--- config.mk ---
export PLATFORM = sky130hd
export DESIGN_NAME = fetch_sequencer
export DESIGN_NICKNAME = d
export VERILOG_FILES = /design/src/rtl/fetch_sequencer.sv
export SDC_FILE = /design/constraint.sdc
export NUM_CORES = 1
export LEC_CHECK = 0
export CAP_MARGIN = 25
export CORE_MARGIN = 2
export CORE_UTILIZATION = 45
export CTS_BUF_LIST = sky130_fd_sc_hd__clkbuf_16
export DETAILED_ROUTE_END_ITERATION = 7
export DONT_BUFFER_PORTS = 1
export MAX_ROUTING_LAYER = met4
export PLACE_DENSITY = 0.57
export SYNTH_ARGS = -nofsm -noshare
export SYNTH_HDL_FRONTEND = slang
export SYNTH_SLANG_ARGS = --single-unit
--- constraint.sdc ---
create_clock -name clk -period 2.85 [get_ports clk]
set_input_delay 0.4275 -clock clk [delete_from_list [all_inputs] [get_ports clk]]
set_output_delay 0.4275 -clock clk [all_outputs]
set_load 0.02 [all_outputs]
--- src/rtl/fetch_sequencer.sv ---
// Program-counter sequencer for the instruction ROM: boot delay, stall,
// branch/jump/call/return redirects, halt/resume and a return-address stack.
module fetch_sequencer #(
  parameter int unsigned ADDR_W      = 5,
  parameter int unsigned STACK_DEPTH = 4,
  parameter int unsigned BOOT_CYCLES = 2,
  parameter int unsigned RESET_PC    = 0
) (
  input  logic              clk,
  input  logic              reset,
  input  logic              stall,
  input  logic              halt_req,
  input  logic              resume,
  input  logic              branch_taken,
  input  logic              jump,
  input  logic              call,
  input  logic              ret,
  input  logic [ADDR_W-1:0] target,
  output logic [ADDR_W-1:0] pc,
  output logic [ADDR_W-1:0] pc_plus1,
  output logic              fetch_valid,
  output logic              halted,
  output logic              error,
  output logic [2:0]        stack_count
);

  typedef enum logic [1:0] {BOOT, RUN, HALT} state_t;

  localparam int unsigned SP_W      = $clog2(STACK_DEPTH);
  // A boot length of zero behaves like one cycle.
  localparam int unsigned BOOT_LAST = (BOOT_CYCLES > 1) ? BOOT_CYCLES - 1 : 0;
  localparam int unsigned BC_W      = (BOOT_LAST > 0) ? $clog2(BOOT_LAST + 1) : 1;
  localparam logic [2:0]  DEPTH     = 3'(STACK_DEPTH);

  state_t            state;
  logic [BC_W-1:0]   boot_cnt;
  logic [ADDR_W-1:0] stack_mem [STACK_DEPTH];
  logic [SP_W-1:0]   push_idx;
  logic [SP_W-1:0]   pop_idx;

  assign pc_plus1    = pc + ADDR_W'(1);
  assign fetch_valid = (state == RUN) && !stall;

  always_comb begin
    push_idx = stack_count[SP_W-1:0];
    pop_idx  = SP_W'(stack_count - 3'd1);
  end

  always_ff @(posedge clk) begin
    if (reset) begin
      state       <= BOOT;
      boot_cnt    <= '0;
      pc          <= ADDR_W'(RESET_PC);
      halted      <= 1'b0;
      error       <= 1'b0;
      stack_count <= '0;
    end else begin
      unique case (state)
        BOOT: begin
          if (boot_cnt == BC_W'(BOOT_LAST)) state <= RUN;
          else                              boot_cnt <= boot_cnt + BC_W'(1);
        end
        RUN: begin
          // Faults park the PC on the offending instruction.
          if (halt_req) begin
            state  <= HALT;
            halted <= 1'b1;
          end else if (stall) begin
            state <= RUN;
          end else if (ret) begin
            if (stack_count != '0) begin
              pc          <= stack_mem[pop_idx];
              stack_count <= stack_count - 3'd1;
            end else begin
              error  <= 1'b1;
              state  <= HALT;
              halted <= 1'b1;
            end
          end else if (call) begin
            if (stack_count < DEPTH) begin
              stack_mem[push_idx] <= pc_plus1;
              pc                  <= target;
              stack_count         <= stack_count + 3'd1;
            end else begin
              error  <= 1'b1;
              state  <= HALT;
              halted <= 1'b1;
            end
          end else if (jump || branch_taken) begin
            pc <= target;
          end else begin
            pc <= pc_plus1;
          end
        end
        HALT: begin
          if (resume && !error) begin
            state  <= RUN;
            halted <= 1'b0;
          end
        end
        default: state <= BOOT;
      endcase
    end
  end

endmodule
Figure 1. Signal wires on met3.
Cells faint in the background.
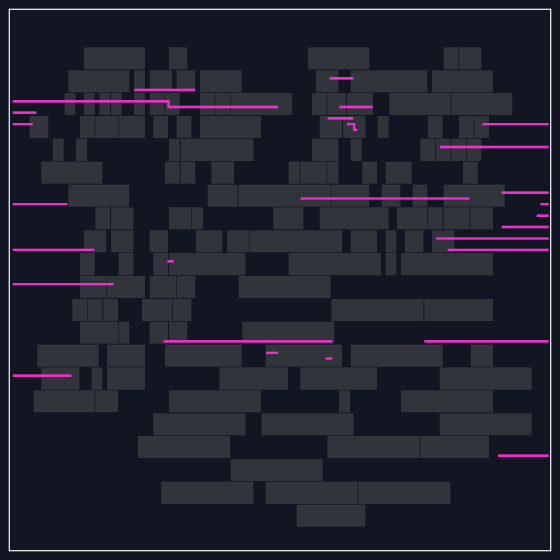
wire length on this layer = 207 um
nets with wire on the layer = 23
share of all routed wire = 5.9%
longest straight run = 19.8 um
main direction = horizontal
vias post-DR: 1,080
met3 Use GR: 0.0493
final WL: 3.53 mm

Figure 2. Clock wires, drivers and flops.
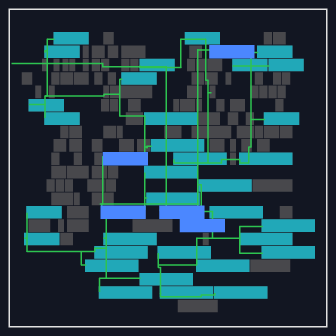
flip-flops -> cyan  # count 33
clock drivers -> blue  # count 5
clock wires -> green  # length 432 um
routed clock nets = 6
clock network fraction of design power: 0.439
clk ins delay skew pair: 0.27 ns
Setup Skew: 0.00791 ns

Figure 3. Cells by drive strength.
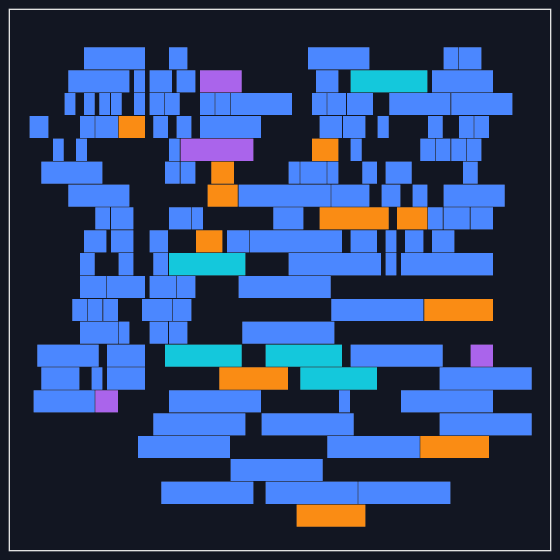
_2 cells -> orange  # cells 11, share 7.9%
_6 and larger -> cyan  # cells 5, share 3.6%
_0 and _1 cells -> blue  # cells 120, share 86%
_3 and _4 cells -> purple  # cells 4, share 2.9%
Buffers, non-clock: 2
Final Cell Area: 1800 um^2

==> flow_summary.yaml <==
# synthesis and place-and-route metrics
outcome:
  outcome: "complete, no violations"
worst_setup_path:
  critical_path_class: "reg2reg"
  rr_worst_depth: 6
  cp_num_cells: 6
  slowest_stage: "or4b_2"
  cp.required_ns: 3.05
  cpPeakStageDelay_ns: 0.63
  path_cells: "inv_1, ha_1, mux4_2, nor2_1, or4b_2, a31oi_1"
  cp-start-kind: "flop"
  cp.arrival_ns: 2.54
logic_synthesis:
  yosysWarnings: 0
  ys_seq_frac: 0.527
  top_area_frac: 0.368
  top_cells_by_count: "edfxtp_1, dfxtp_1, a21oi_1"
  topCellsByArea: "edfxtp_1, dfxtp_1, mux4_2"
  largest_area_cell: "edfxtp_1"
  syn-num-nets: 156
  synth.avg_cell_area_um2: 12.0
  syn_area_um2: 1630
  yosysMostFrequentCell: "edfxtp_1"
sta:
  fmax_mhz: 428
  finalSetupViolations: 0
  whs_ns: 0.216
  rsz0062_at_grt: "no"
  fin_ws_ns: 0.512
  drv_slew: 0
  setup_tns_ns: 0
  slew_headroom: 0.364
  finalCriticalPeriod_ns: 2.34
  finalClockPeriodUsage: 0.820
detailed_routing:
  via_per_inst: 5.81
  drcViolationCount: 0
  drt_iter0_drc: 85
  drtAntennaViolNets: 0
layout:
  layout_top_cell: "edfxtp_1"
  nonClkBufAreaFrac: 0.00833
  n_clock_buffer: 5
  non_clock_inverter_count: 6
  diodes: 0
  fin_nets: 159
  largest_class: "registers"
  clock_area_frac: 0.0757
  comb_cells: 91
  drive_gt1_frac: 0.143
clock_tree:
  cts_buffers: 5
  h-tree-depth: 2
  cts_hold_buffers: 0
  post_cts_resized: 0
  path_clk_slew_ns: 0.05
  clock_path_buffers: 2
power:
  leakage_nw: 0.624
  vdd_drop_max_mv: 0.409
  pwr-share-comb: 0.077
  pwr-share-seq: 0.484
  pg_clk_mw: 0.491
  powerSeq_mw: 0.542
die:
  die_h_um: 64.2
  taps: 46
placement:
  place_area_um2: 1670
  dp_hpwl_mm: 2.53
  place_congestion: 0.813
  pre_cts_ws_ns: 0.525
global_route:
  grt_pass1_wl_mm: 5.55
  antenna_found_initial: 0
Figure 4. Routing congestion.
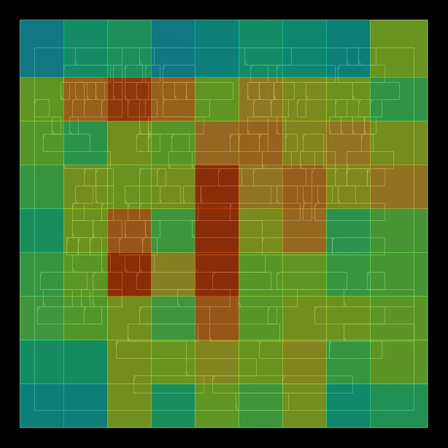
met1 Track Usage GR: 0.242
Final Util: 0.527
routed length per instance: 19.0 um
GR peak layer: met2

Figure 5. Logic cells by family.
Bar = 20 um.
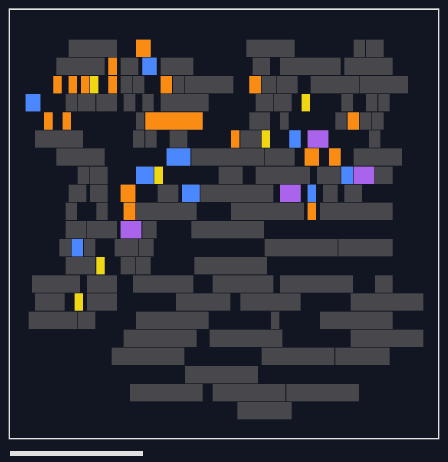
inverters -> yellow  # cells 6
NAND gates -> blue  # cells 9
XOR/XNOR gates -> purple  # cells 4
NOR gates -> orange  # cells 18
Finished Layout Cells: 186
logic share of the area: 0.394

## cell families (layout without fill, tap and decap cells)
| group | count (synthesis) | in the layout | synth area share |
|---|---|---|---|
| XOR/XNOR | 4 | 4 | 0.0215 |
| AND-OR/OR-AND | 35 | 35 | 0.131 |
| buffers and inverters | 12 | 16 | 0.0383 |
| adder cells (fa/ha/maj) | 6 | 6 | 0.0460 |
| AND/OR/NAND/NOR | 39 | 39 | 0.155 |
| multiplexers | 7 | 7 | 0.0812 |
| flip-flops | 33 | 33 | 0.527 |
## sequential cells by signal, summed over array words and instances, names as in the netlist
name and flops:
error 1, halted 1, boot_cnt 1, stack_count 3, stack_mem 20, state 2, pc 5
## per-layer routing
metal,GRT usage,part of all wire
met5,-,0
met4,0.0878,0.020
met3,0.0493,0.058
met2,0.286,0.48
met1,0.242,0.44
Power and IR drop assume default switching activity.
